`config.mk`:
```
export PLATFORM = sky130hd
export DESIGN_NAME = copper_ctrl
export DESIGN_NICKNAME = d
export VERILOG_FILES = /design/src/rtl/copper_ctrl.sv
export SDC_FILE = /design/constraint.sdc
export NUM_CORES = 2
export LEC_CHECK = 0
export CAP_MARGIN = 20
export CORE_MARGIN = 5
export CORE_UTILIZATION = 26
export DETAILED_ROUTE_END_ITERATION = 10
export DONT_BUFFER_PORTS = 1
export PLACE_DENSITY = 0.44
export SYNTH_ARGS = -nofsm -noshare
export SYNTH_HDL_FRONTEND = slang
export SYNTH_SLANG_ARGS = --single-unit
```
`constraint.sdc`:
```
create_clock -name clk -period 3.7 [get_ports clk]
set_clock_uncertainty 0.1 [all_clocks]
set_input_delay 0.555 -clock clk [delete_from_list [all_inputs] [get_ports clk]]
set_output_delay 0.555 -clock clk [all_outputs]
set_load 0.02 [all_outputs]
```
`src/rtl/copper_ctrl.sv`:
```
// copper_ctrl: raster-synchronised sequencer overriding scroll/ctrl registers per scanline.
// Define COPPER_ADD_EN to make WRITE bit 29 add the value to the target instead of replacing it.
module copper_ctrl #(
  parameter int PROG_AW = 6,
  parameter int CTRL_W  = 6
) (
  input  logic               clk,
  input  logic               reset_n,
  input  logic               ctl_enable,
  input  logic [PROG_AW-1:0] prog_addr,
  input  logic [31:0]        prog_wrdata,
  input  logic               prog_wren,
  output logic [31:0]        prog_rddata,
  input  logic [8:0]         vline,
  input  logic               vnewframe,
  input  logic [8:0]         base_scroll_x,
  input  logic [7:0]         base_scroll_y,
  input  logic [CTRL_W-1:0]  base_ctrl,
  output logic [8:0]         out_scroll_x,
  output logic [7:0]         out_scroll_y,
  output logic [CTRL_W-1:0]  out_ctrl,
  output logic               irq,
  output logic               busy,
  output logic [PROG_AW-1:0] pc
);
  typedef enum logic [2:0] {S_IDLE, S_FETCH, S_EXEC, S_WAIT, S_HALT} state_t;
  state_t state;
  logic [31:0] mem [2**PROG_AW];
  logic [1:0] ir_op;
  logic [3:0] ir_sel;
  logic [8:0] ir_val;
  logic add;
  logic [8:0] nx;
  logic [7:0] ny;
  logic [CTRL_W-1:0] nc;
  // Nonblocking read beside the CPU write gives read-before-write on collision
  always_ff @(posedge clk) begin
    if (prog_wren) mem[prog_addr] <= prog_wrdata;
    if (state == S_FETCH) begin
      ir_op  <= mem[pc][31:30];
      ir_sel <= mem[pc][27:24];
      ir_val <= mem[pc][8:0];
    end
  end
  always_ff @(posedge clk or negedge reset_n)
    if (!reset_n) prog_rddata <= '0;
    else prog_rddata <= mem[prog_addr];
`ifdef COPPER_ADD_EN
  logic ir_add;
  always_ff @(posedge clk)
    if (state == S_FETCH) ir_add <= mem[pc][29];
  assign add = ir_add;
`else
  assign add = 1'b0;
`endif
  assign nx = add ? out_scroll_x + ir_val : ir_val;
  assign ny = add ? out_scroll_y + ir_val[7:0] : ir_val[7:0];
  assign nc = add ? out_ctrl + ir_val[CTRL_W-1:0] : ir_val[CTRL_W-1:0];
  assign busy = state inside {S_FETCH, S_EXEC, S_WAIT};
  always_ff @(posedge clk or negedge reset_n)
    if (!reset_n) begin
      state        <= S_IDLE;
      pc           <= '0;
      irq          <= 1'b0;
      out_scroll_x <= '0;
      out_scroll_y <= '0;
      out_ctrl     <= '0;
    end else begin
      irq <= 1'b0;
      if (!ctl_enable || vnewframe || state == S_IDLE) begin
        out_scroll_x <= base_scroll_x;
        out_scroll_y <= base_scroll_y;
        out_ctrl     <= base_ctrl;
      end
      if (!ctl_enable) state <= S_IDLE;
      else if (vnewframe) begin
        pc    <= '0;
        state <= S_FETCH;
      end else
        case (state)
          S_FETCH: state <= S_EXEC;
          S_EXEC:
            case (ir_op)
              2'b00: state <= S_WAIT;
              2'b01: begin
                if (ir_sel == 4'd0) out_scroll_x <= nx;
                if (ir_sel == 4'd1) out_scroll_y <= ny;
                if (ir_sel == 4'd2) out_ctrl <= nc;
                pc    <= pc + 1'b1;
                state <= S_FETCH;
              end
              2'b11: begin
                irq   <= 1'b1;
                pc    <= pc + 1'b1;
                state <= S_FETCH;
              end
              default: state <= S_HALT;
            endcase
          S_WAIT:
            if (ir_val <= 9'd262 && vline >= ir_val) begin
              pc    <= pc + 1'b1;
              state <= S_FETCH;
            end
          default: state <= state;
        endcase
    end
endmodule
```
Signal wires on met3:
Drawn at 1 px/um.
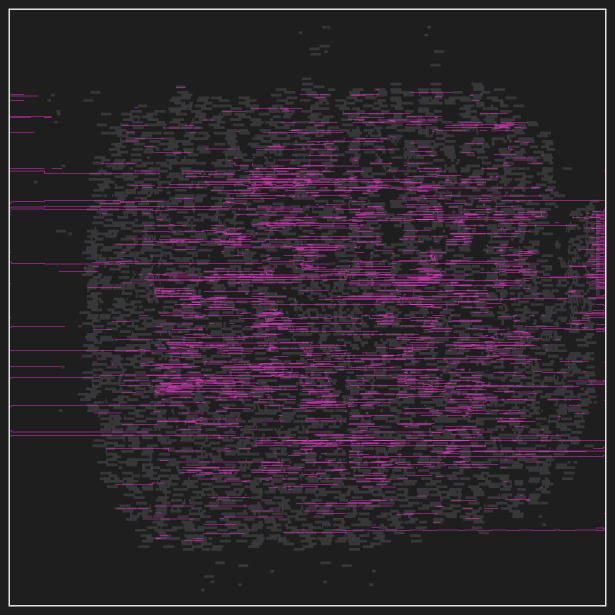
- longest straight run: 241 um
- share of all routed wire: 9.0%
- main direction: horizontal
- wire length on this layer: 33.9 mm
- nets with wire on the layer: 635
DRT Wirelength: 375,000 um
total number of vias: 53,733
GR Util met3: 0.04573

Sequential cells colored by netlist name:
Drawn at 1 px/um. Other sequential cells in the stronger gray, the rest of the logic in the fainter gray.
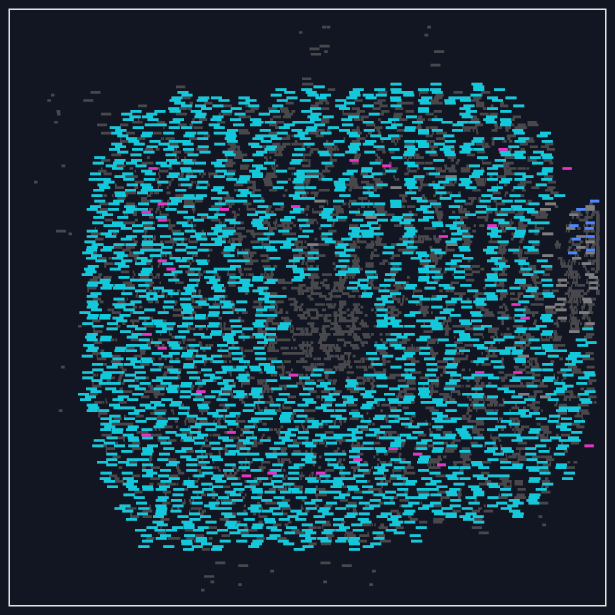
- `mem`: cyan (flops 2,048)
- `prog_rddata`: magenta (flops 32)
- `out_scroll_x`: blue (flops 9)
- not colored: 39
fraction of area in registers: 0.5961
Register Area: 63,590 um2
fin util: 0.3134
Sequential Power: 27.1 mW

Placed cells, one color a class:
Drawn at 1 px/um.
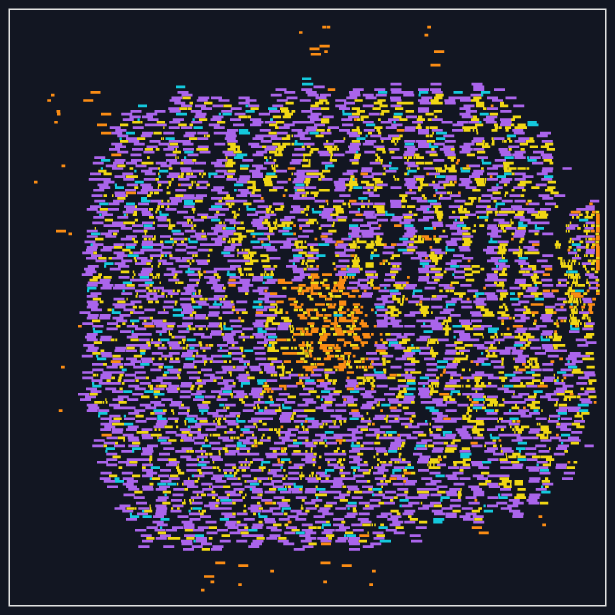
- clock drivers and dummy loads: cyan (cells 427; share of their area 7.5%)
- remaining buffers and delay cells: orange (cells 407; share of their area 5.5%)
- remaining logic cells: yellow (cells 2,252; share of their area 24%)
- registers: purple (cells 2,128; share of their area 63%)
fin area: 106,700 um2
site row count: 214

==> deck_impl_summary.md <==
Implementation Results

Status
  – Status: complete, but fails checks
  – Violated checks: max-slew violations, negative setup slack

Worst setup path
  – R2r setup slk: 0.63 ns
  – Critical path capture point type: flip-flop
  – Reg-to-Reg End: ir_val[8]

Clock tree
  – CTS Buffer Depth: 4
  – Clock sinks: 2,128
  – # resized after CTS: 0
  – CTS tree: done
  – TritonCTS buffer count: 235
  – CTS H-tree lvls: 4

Global routing
  – Largest net degree at the start of global routing: 407
  – Initial antenna violation count: 32
  – Grt ovf: 0
  – GRT Total Usage: 0.2050

Yosys
  – Top post-synthesis cells by count: 2,063 x edfxtp_1, 497 x mux4_2, 230 x mux2i_1
  – Basic Gates by Area: 0.02481
  – Cell Area, Synth: 89,000 um2
  – Number of synthesis warnings: 0
  – Top cell type's share of synthesized area: 0.6961
  – Post-synth area hogs: edfxtp_1 70%, mux4_2 13%, mux2i_1 2.6%, a221oi_1 2.1%, dfrtp_1 1.8%
  – Avg Cell Area, Syn: 18.83 um2
  – MUX area fraction: 0.1676
  – Flip-flops with a built-in enable: 2,063

STA
  – Hold Slack: 0.1010 ns
  – Worst Slack Setup Final: -2.757 ns
  – Final setup vio count: 30
  – Final Max Tran Viols: 546
  – Final critical-path required period: 6.457 ns

Cells and area
  – Layout Cells excl Fill: 9,760
  – Dominant logic cell types in the final layout: 2,063 x edfxtp_1, 497 x mux4_2, 238 x clkbuf_16, 230 x mux2i_1, 213 x a221oi_1
  – Number of fillers in the final layout: 32,654

Power and ir drop
  – Power Total: 55.87 mW
  – Pwr Density: 523.8 nW/um2

Flow run
  – Max capacitance violation total: 0

Floorplanning
  – Die Ht: 595.1 um
  – Core Footprint: 340,300 um2

Placed design
  – Placed Area: 97,510 um2
  – Port bufs: 0
  – HPWL Detailed: 217,900 um
  – Placed cell count: 9,226

Detailed routing
  – DRT iter0 DRCs: 7,608
==> state kept, by name, summed over array words and instances, names as in the netlist, 2 cells and up <==
name	count
ir_sel	4
out_ctrl	6
state	3
pc	6
out_scroll_x	9
prog_rddata	32
ir_val	9
out_scroll_y	8
ir_op	2
mem	2048
==> report_power, final <==
group          internal [mW]  switching, mW  total (mW)
Clock                   13.7           9.81        23.5
Combinational           2.33           2.94        5.27
Sequential              26.7          0.398        27.1
==> worst max-delay path, stage by stage <==
cell and delay, ns:
nand2_1 2.10, nor2_2 0.05, buf_4 0.27, a211oi_1 0.55
o22ai_1 0.15, nor3_1 0.44, o2111ai_1 0.16, dlygate4sd3_1 0.59
==> worst max-delay path by stage <==
stage / from / endpoint / cells after the start
finish: prog_addr[1] / prog_rddata[4] / 8
global route: pc[0] / ir_op[1] / 6
CTS: pc[0] / ir_val[8] / 6
detailed placement: prog_addr[2] / prog_rddata[27] / 8
global placement: prog_addr[2] / prog_rddata[10] / 7
floorplan: prog_addr[2] / mem[15][0] / 9
==> metal layers <==
layer | routed length, um | GRT usage | vias to the layer above
met4 | 14040 | 0.06726 | 14
met2 | 169500 | 0.3194 | 3099
met3 | 33860 | 0.04573 | 661
met1 | 157400 | 0.2842 | 29334
met5 | 89 | 0 | -
li1 | - | - | 20625
==> timing repair <==
| action | in CTS | in global routing |
|---|---|---|
| hold endpoints to repair | 2148 | 0 |
| buffers inserted | 0 | 0 |
| hold buffers | 97 | 0 |
==> layout make-up <==
| class | instances | share of cell area |
|---|---|---|
| diodes | 10 | 0.0002346 |
| clock buffers | 312 | 0.05966 |
| clock inverters | 115 | 0.01152 |
| inverters | 20 | 0.0008445 |
| multi-input cells | 2232 | 0.2266 |
| flip-flops and latches | 2128 | 0.5961 |
| well taps | 4536 | 0.05321 |
| repair buffers | 407 | 0.05177 |
No activity file was given, so power comes from the tool's default toggle rates.
